### src/rtl/nes_pkg.sv
// Shared NES definitions used by the sprite DMA engine and its neighbours.
package nes_pkg;

  typedef enum logic [2:0] {
    IDLE,
    HALT,
    ALIGN,
    READ,
    WAIT,
    WRITE,
    FINISH
  } dma_state_e;

  localparam logic [15:0] OAMDMA_ADDR = 16'h4014;
  localparam int          OAM_BYTES   = 256;

endpackage

### src/rtl/sprite_dma_engine.sv
// OAM DMA controller: a CPU write to the trigger address stalls the CPU and
// copies LEN bytes from one CPU-space page into sprite OAM, starting at the
// PPU's current OAMADDR and wrapping within OAM.
module sprite_dma_engine
  import nes_pkg::*;
#(
  parameter int                ADDR_W    = 16,
  parameter int                DATA_W    = 8,
  parameter int                DST_W     = 8,
  parameter int                LEN       = OAM_BYTES,
  parameter logic [ADDR_W-1:0] TRIG_ADDR = OAMDMA_ADDR,
  parameter int                RD_LAT    = 1,
  parameter bit                ALIGN_EN  = 1'b1
) (
  input  logic              clk,
  input  logic              reset,
  input  logic [ADDR_W-1:0] cpu_addr,
  input  logic [DATA_W-1:0] cpu_wdata,
  input  logic              cpu_wren,
  input  logic              cpu_odd,
  input  logic [DST_W-1:0]  oam_base,
  output logic              halt,
  output logic [ADDR_W-1:0] src_addr,
  output logic              src_rden,
  input  logic [DATA_W-1:0] src_rdata,
  output logic [DST_W-1:0]  dst_addr,
  output logic [DATA_W-1:0] dst_data,
  output logic              dst_wren,
  output logic              busy,
  output logic              done
);

  // Value of the latency counter in the final WAIT cycle; unused when RD_LAT is 1.
  localparam logic [1:0] WAIT_LAST = (RD_LAT > 1) ? 2'(RD_LAT - 2) : 2'd0;

  dma_state_e       state;
  dma_state_e       state_next;
  logic [7:0]       page;
  logic [DST_W-1:0] count;
  logic [DST_W-1:0] dst;
  logic [1:0]       lat_cnt;
  logic             trigger;
  logic             last_byte;
  logic [7:0]       src_lo;

  assign trigger   = (state == IDLE) && cpu_wren && (cpu_addr == TRIG_ADDR);
  assign last_byte = (count == DST_W'(LEN - 1));
  assign src_lo    = 8'(count);

  // State register; reset aborts any transfer on the next edge.
  always_ff @(posedge clk) begin
    if (reset) state <= IDLE;
    else       state <= state_next;
  end

  // Transfer bookkeeping: page/destination latched at trigger, count and
  // destination advance after each write except the last so the addresses
  // hold their final values once the engine goes idle.
  always_ff @(posedge clk) begin
    if (reset) begin
      page    <= '0;
      count   <= '0;
      dst     <= '0;
      lat_cnt <= '0;
    end else begin
      if (trigger) begin
        page  <= cpu_wdata[7:0];
        dst   <= oam_base;
        count <= '0;
      end
      if (state == WRITE && !last_byte) begin
        count <= count + 1'b1;
        dst   <= dst + 1'b1;
      end
      if (state == READ)      lat_cnt <= '0;
      else if (state == WAIT) lat_cnt <= lat_cnt + 2'd1;
    end
  end

  // Next-state sequencing: HALT, optional ALIGN, then READ/WAIT/WRITE per byte.
  always_comb begin
    state_next = state;
    case (state)
      IDLE:    if (trigger) state_next = HALT;
      HALT:    state_next = (ALIGN_EN && cpu_odd) ? ALIGN : READ;
      ALIGN:   state_next = READ;
      READ:    state_next = (RD_LAT > 1) ? WAIT : WRITE;
      WAIT:    if (lat_cnt == WAIT_LAST) state_next = WRITE;
      WRITE:   state_next = last_byte ? FINISH : READ;
      FINISH:  state_next = IDLE;
      default: state_next = IDLE;
    endcase
  end

  // Moore output decode; the enables are the only qualifiers on the address buses.
  always_comb begin
    halt     = 1'b0;
    busy     = 1'b0;
    src_rden = 1'b0;
    dst_wren = 1'b0;
    done     = 1'b0;
    dst_data = '0;
    src_addr = ADDR_W'({page, src_lo});
    dst_addr = dst;
    case (state)
      HALT, ALIGN, READ, WAIT: begin
        halt = 1'b1;
        busy = 1'b1;
        if (state == READ) src_rden = 1'b1;
      end
      WRITE: begin
        halt     = 1'b1;
        busy     = 1'b1;
        dst_wren = 1'b1;
        dst_data = src_rdata;
      end
      FINISH: done = 1'b1;
      default: ;
    endcase
  end

endmodule

### config.mk
export PLATFORM = sky130hd
export DESIGN_NAME = sprite_dma_engine
export DESIGN_NICKNAME = d
export VERILOG_FILES = /design/src/rtl/nes_pkg.sv /design/src/rtl/sprite_dma_engine.sv
export SDC_FILE = /design/constraint.sdc
export NUM_CORES = 1
export LEC_CHECK = 0
export CORE_MARGIN = 2
export CORE_UTILIZATION = 25
export DETAILED_ROUTE_END_ITERATION = 16
export MAX_ROUTING_LAYER = met4
export PLACE_DENSITY = 0.5
export SYNTH_ARGS = -nofsm -noshare
export SYNTH_HDL_FRONTEND = slang
export SYNTH_SLANG_ARGS = --single-unit
### constraint.sdc
create_clock -name clk -period 2.85 [get_ports clk]
set_clock_uncertainty 0.1 [all_clocks]
set_input_delay 0.57 -clock clk [delete_from_list [all_inputs] [get_ports clk]]
set_output_delay 0.57 -clock clk [all_outputs]
set_load 0.01 [all_outputs]
==> run notes, run 1 <==
run metrics: status=finished, final reports clean, time the worst path needs with I/O delays and setup=2.53 ns, Max transition margin=63.3%, # setup viols final=0, top cells by area, synth=dfxtp_1, a21oi_1, nand3_1, layout multi-input combinational cell count=155, synthesis-stage register bit count=29, Seq/total area=21.0%, data arrival time of the worst path=1.86 ns, number of clock buffers inserted by TritonCTS=5, async set-reset flop share out of synthesis=0%, length of the first detailed-routing pass in iterations=4, MUX area fraction=0%, post-cts gate resize count=0, count of distinct cell types in the synthesized netlist=50, CTS tree=yes, Clock Network Area Fraction=4.85%, GR Layer Usage met3=3.90%, yosys aoi share=30.1%, Layout non-clock buf frac=32.2%, root buffer selected by CTS=clkbuf_8, CP cell instances=buf_4 -> nand2_1 -> or2_2 -> inv_1 -> clkdlybuf4s50_1, DRC errors left=0, boundary pin count=81, delay contributed by the slowest stage of the critical path=0.52 ns, number of global-route vias before repair=1898, fraction of final layout cells with drive strength greater than 1=8.53%, CP max FO=7, capturing element type of the critical path=primary output, Peak supply drop=0.166 mV, slowest CP cell=clkdlybuf4s50_1, setup slack after placement=0.142 ns, number of levels in the clock H-tree=2
-- run 1: final timing paths --
kind	to	startpoint	slack, ns	depth (start not counted)
max	src_rden	state[0]	0.32	5
min	page[2]	page[2]	0.37	2
max reg2reg	count[7]	count[0]	0.60	6
min reg2reg	page[2]	page[2]	0.37	2
-- run 1: registers in the layout, summed over array words and instances (netlist names) --
name,flops
count,8
dst_addr,8
lat_cnt,2
page,8
state,3
-- run 1: where the power goes --
group          switching [mW]  internal (mW)
logic                  0.0521         0.0812
registers             0.00662          0.409
clock network           0.167          0.347
total                   0.226          0.838
-- run 1: worst max-delay path, delay by kind of cell, from the launching register on --
family / cells / cell delay, ns
buf+inv: 3 / 0.76
flops: 1 / 0.41
simple gates: 2 / 0.40
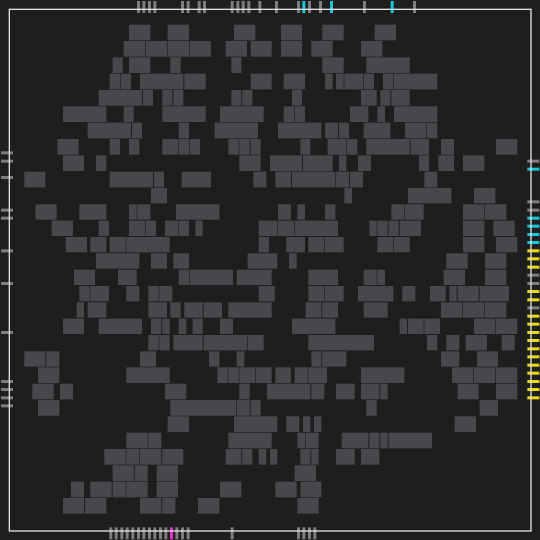
Run 1: pin placement
Drawn at 6 px/um. Pins as bars across the die edge, other pins in grey.
| port | colour | pins | direction | edge |
|---|---|---|---|---|
| `dst_addr` | cyan | 8 | output | 5 right, 3 top |
| `dst_wren` | magenta | 1 | output | bottom |
| `cpu_addr` | yellow | 16 | input | right |
all pins by edge: 27 right, 22 top, 20 bottom, 12 left
chip width: 86.7 um
die y size: 86.7 um

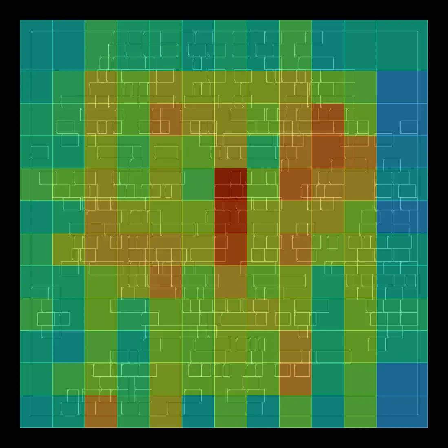
Run 1: track usage over the die
met1 layer usage reported by global route: 20.6%
GR Layer Usage met2: 24.1%
GRT Resource Usage Total: 15.7%
post-layout util: 41.1%
per-cell routed wire length: 15.2 um

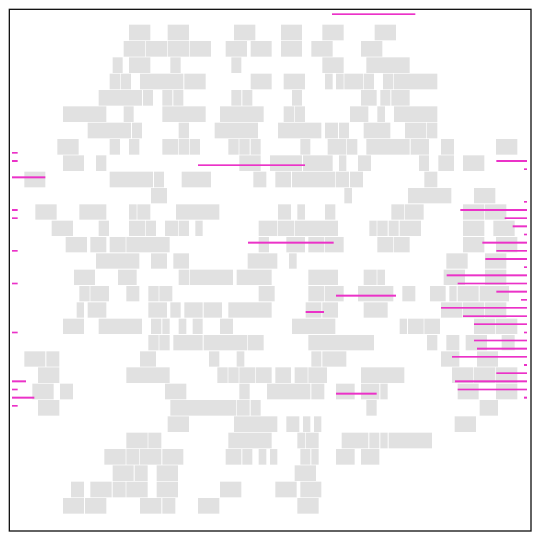
Run 1: signal wires on met3
Drawn at 6 px/um.
longest straight run: 17.5 um
nets with wire on the layer: 44

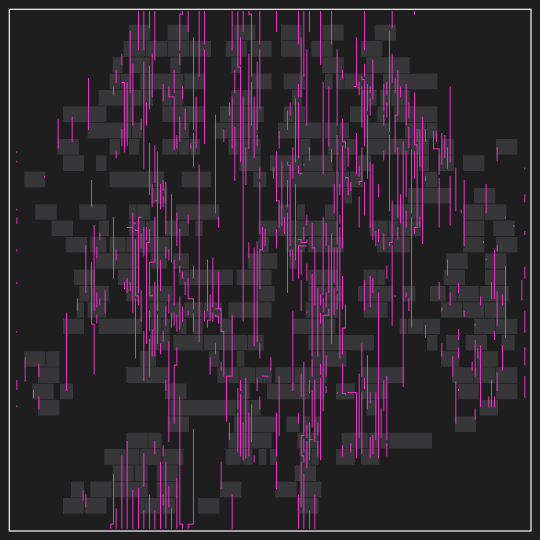
Run 1: met2 routing
Drawn at 6 px/um.
main direction: vertical
longest straight run: 40.8 um
wire length on this layer: 2570 um
Routed WL: 5650 um
total vias in the final route: 1962

==> run 2: changes to the inputs <==
--- a/config.mk
+++ b/config.mk
@@ -6,10 +6,11 @@
 export NUM_CORES = 1
 export LEC_CHECK = 0
 export CORE_MARGIN = 2
-export CORE_UTILIZATION = 25
+export CORE_UTILIZATION = 41
 export DETAILED_ROUTE_END_ITERATION = 16
 export MAX_ROUTING_LAYER = met4
-export PLACE_DENSITY = 0.5
+export PLACE_DENSITY = 0.77
+export REMOVE_ABC_BUFFERS = 1
 export SYNTH_ARGS = -nofsm -noshare
 export SYNTH_HDL_FRONTEND = slang
 export SYNTH_SLANG_ARGS = --single-unit
==> run 2 against run 1 <==
Sequential share of layout area up 0.70 points. Core utilization up 26 points. Largest power group is now sequential cells. Area after synthesis unchanged. Clock power shrank 36%. Sequential cell count unchanged.
==> run notes, run 2 <==
run metrics: CP Buf/Inv Count=2, Worst R2R Path Depth=5, delay contributed by the slowest stage of the critical path=0.54 ns, cell type group with the largest total delay on the critical path=buffers and inverters, capturing element type of the critical path=primary output, status=finished, final reports clean, DRC errors left=0, top cells by area, synth=dfxtp_1, a21oi_1, nand3_1, design internal power=660 uW, # setup viols final=0, maximum clock frequency=385 MHz, critical path depth=4, post-cts gate resize count=0, data arrival time of the worst path=1.93 ns, Peak supply drop=0.259 mV, sequential share of power=47.4%, share of total power consumed by net switching=24.9%, number of cells on the worst hold path=2, Min-Delay Startpoint=page[2], die y size=68.6 um, slowest CP cell=clkdlybuf4s50_1, synthesis-stage register bit count=29, time the worst path needs with I/O delays and setup=2.60 ns, setup slack after placement=0.151 ns, yosys aoi share=30.1%, Max transition margin=33.4%, Area growth, synth to finish=56.1%, worst reg2reg path startpoint=count[0], count of distinct cell types in the synthesized netlist=50, boundary pin count=81, post-layout util=66.8%, Critical path destination=dst_data[6], Max Cap Violations=0, chip width=68.6 um, reg2reg end=count[7], CP max FO=12, CP cell instances=nand3b_1 -> inv_1 -> and2_1 -> clkdlybuf4s50_1, MUX area fraction=0%, number of clock buffers inserted by TritonCTS=5, launching instance or port of the critical path=state[1], flop-to-flop setup slack=0.45 ns, CTS tree=yes, root buffer selected by CTS=clkbuf_8, net switching component of the power=219 uW, number of global-route vias before repair=1732, endpoint of the worst hold-timing path=page[2], async set-reset flop share out of synthesis=0%, top logic cell family in the synthesized netlist=AND-OR/OR-AND gates, part of the power in the clock network=37.3%
==> run 2: cell counts after synthesis <==
No cell type changed its count.
==> run 2: cell type report <==
cell class,count,area [sq um],share of cell area [%]
Tap cell,50,62.6,2.34
Clock inverter,2,10.0,0.375
Timing Repair Buffer,90,888,33.3
Sequential cell,29,581,21.7
Clock buffer,6,72.6,2.72
Multi-Input combinational cell,155,1010,38.0
Inverter,11,41.3,1.55
==> run 2: power groups by stage <==
stage,Sequential (mW),Clock (mW),Combinational (mW)
floorplan,0.426,0,0.0363
global placement,0.425,0,0.132
detailed placement,0.425,0,0.134
CTS,0.416,0.333,0.135
global route,0.417,0.355,0.145
finish,0.417,0.328,0.134
==> run 2: routing by layer <==
layer	routed length (um)	vias up
li1	-	972
met1	2440	939
met3	196	7
met5	0	-
met2	2490	47
met4	71	0
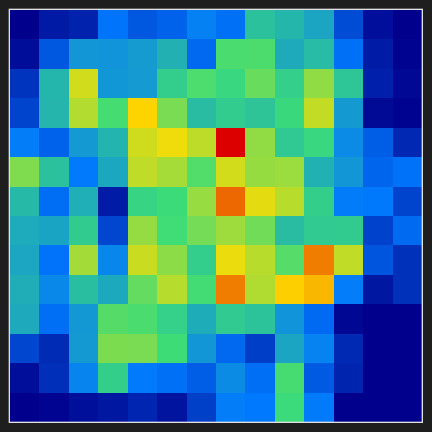
Run 2: wire density map
Drawn at 6 px/um. 14 x 14 tiles, from dark blue (low) to red (high), scaled to the fullest tile. Values are wire area over tile area, all layers added.
fullest tile: 0.49
emptiest ninth of the die: lower right
nearly empty tiles: 8.7%
mean over tiles: 0.17
total vias in the final route: 1965
Routed WL: 5200 um
GRT Resource Usage Total: 24.1%
per-cell routed wire length: 15.2 um

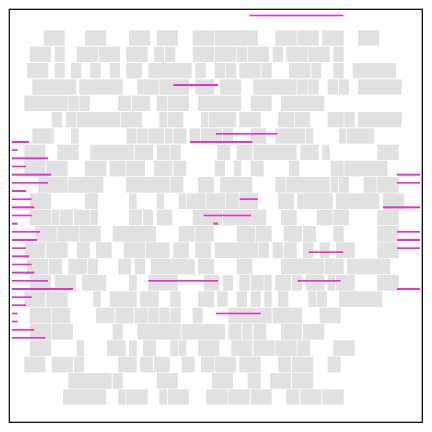
Run 2: signal wires on met3
Drawn at 6 px/um.
wire length on this layer: 197 um
main direction: horizontal
GR Layer Usage met3: 5.03%

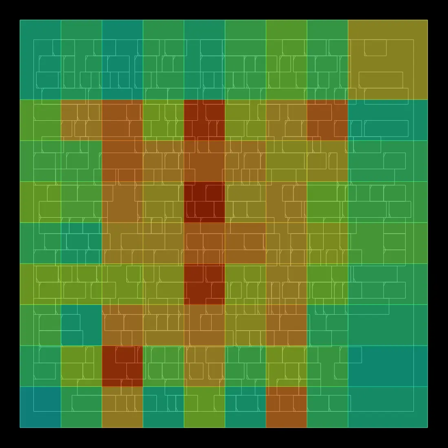
Run 2: track usage over the die
met1 layer usage reported by global route: 32.1%
GR Layer Usage met2: 36.5%
most utilized layer in the global route result: met2

==> run 3: changes to the inputs <==
--- a/config.mk
+++ b/config.mk
@@ -6,10 +6,10 @@
 export NUM_CORES = 1
 export LEC_CHECK = 0
 export CORE_MARGIN = 2
-export CORE_UTILIZATION = 41
+export CORE_UTILIZATION = 31
 export DETAILED_ROUTE_END_ITERATION = 16
 export MAX_ROUTING_LAYER = met4
-export PLACE_DENSITY = 0.77
+export PLACE_DENSITY = 0.7
 export REMOVE_ABC_BUFFERS = 1
 export SYNTH_ARGS = -nofsm -noshare
 export SYNTH_HDL_FRONTEND = slang
==> run 3 against run 2 <==
Cell count rose by 5.5%. Wire length fell by 1.3%. Combinational power barely moved. Core utilization fell by 17 points. Via count rose by 0.56%. Register-to-register slack got worse by 0.12 ns. Sequential cell count did not move. Maximum frequency rose by 0.14%. First-iteration DRC count fell by 15%.
==> run notes, run 3 <==
run metrics: number of clock buffers inserted by TritonCTS=5, data arrival time of the worst path=1.93 ns, number of cells on the worst hold path=2, setup slack after placement=0.178 ns, status=finished, final reports clean, power consumed by the clock network=346 uW, capturing element type of the critical path=primary output, # setup viols final=0, part of the power in the clock network=38.7%, boundary pin count=81, number of levels in the clock H-tree=2, flop-to-flop setup slack=0.33 ns, reg2reg end=count[7], GR Overflow Total=0, Min-Delay Startpoint=page[2], met3 wire length=406 um, wl on met1=2380 um, area of the synthesized netlist per yosys stat=1710 sq um, Max transition margin=25.2%, number of global-route vias before repair=1720, amount of wire on met2 after detailed routing=2310 um, sequential share of power=46.6%, Peak supply drop=0.195 mV, design internal power=681 uW, CTS tree=yes, top cells by area, synth=dfxtp_1, a21oi_1, nand3_1, net switching component of the power=211 uW, Area growth, synth to finish=56.3%, fraction of final layout cells with drive strength greater than 1=7.24%, post-layout util=49.5%, launching instance or port of the critical path=state[1], Max power group=sequential cells, Critical path destination=dst_data[3], Max Cap Violations=0, share of total power consumed by net switching=23.6%, length of the first detailed-routing pass in iterations=4, endpoint of the worst hold-timing path=page[2], synthesis-stage register bit count=29, die y size=78.3 um, DRC errors left=0, Top Layer Used=met4, count of distinct cell types in the synthesized netlist=50, worst reg2reg path startpoint=count[0], power of the sequential group=415 uW, root buffer selected by CTS=clkbuf_8, time the worst path needs with I/O delays and setup=2.60 ns, chip width=78.3 um, post-synthesis cell type with the largest instance count=dfxtp_1, maximum clock frequency=385 MHz
-- run 3: cell counts after synthesis --
Identical to the previous run, type by type.
-- run 3: worst max-delay path: stages, from the launching register on --
cell	delay, ns
dfxtp_1	0.38
nand3b_1	0.28
inv_1	0.29
and2_1	0.17
clkdlybuf4s50_1	0.53
-- run 3: cells by family (layout without fill, tap and decap cells) --
kind of cell	count (synthesis)	count (layout)	share of synthesized area, %
adders and majority gates	3	3	2.19
DFF	29	29	33.9
and+or+nand+nor	75	75	27.1
AOI/OAI and AO/OA	77	77	30.1
buffers and inverters	26	106	6.73
-- run 3: cell type report --
class                           instances  area (sq um)
Tap cell                               72          90.1
Clock buffer                            7          86.3
Inverter                               11          41.3
Sequential cell                        29           581
Multi-Input combinational cell        155          1010
Fill cell                             530          2730
Timing Repair Buffer                   88           861
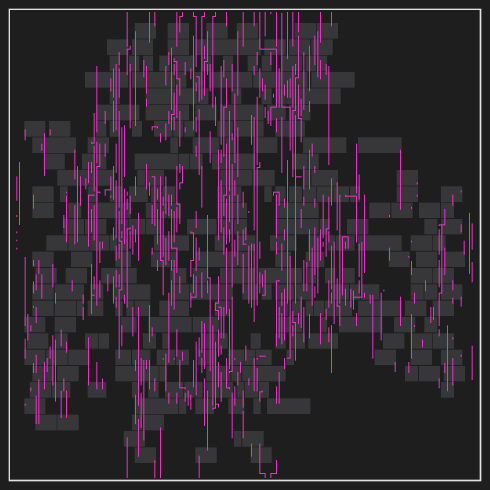
Run 3: met2 routing
Drawn at 6 px/um.
longest straight run: 31.3 um
share of all routed wire: 45%
main direction: vertical
wire length on this layer: 2310 um

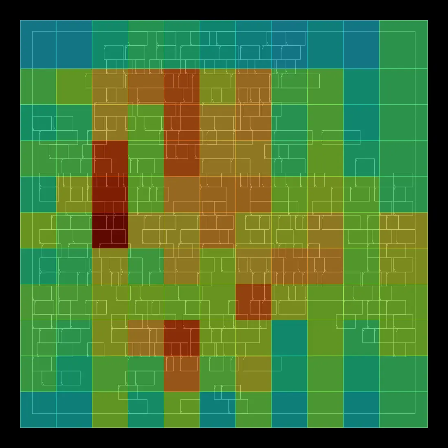
Run 3: track usage over the die
GR Layer Usage met2: 25.3%
GRT Resource Usage Total: 16.7%
met1 layer usage reported by global route: 21.3%
per-cell routed wire length: 14.2 um

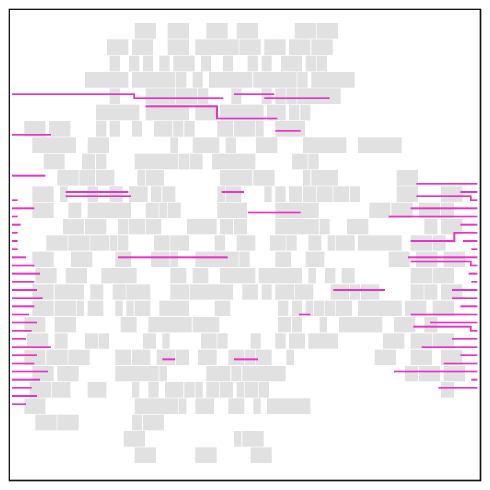
Run 3: signal wires on met3
Drawn at 6 px/um.
longest straight run: 20.2 um
nets with wire on the layer: 64
main direction: horizontal
wire length on this layer: 407 um
share of all routed wire: 7.9%
total vias in the final route: 1976
Routed WL: 5140 um
GR Layer Usage met3: 5.06%

Power figures rest on the tool's default switching activity, not on a simulated workload.
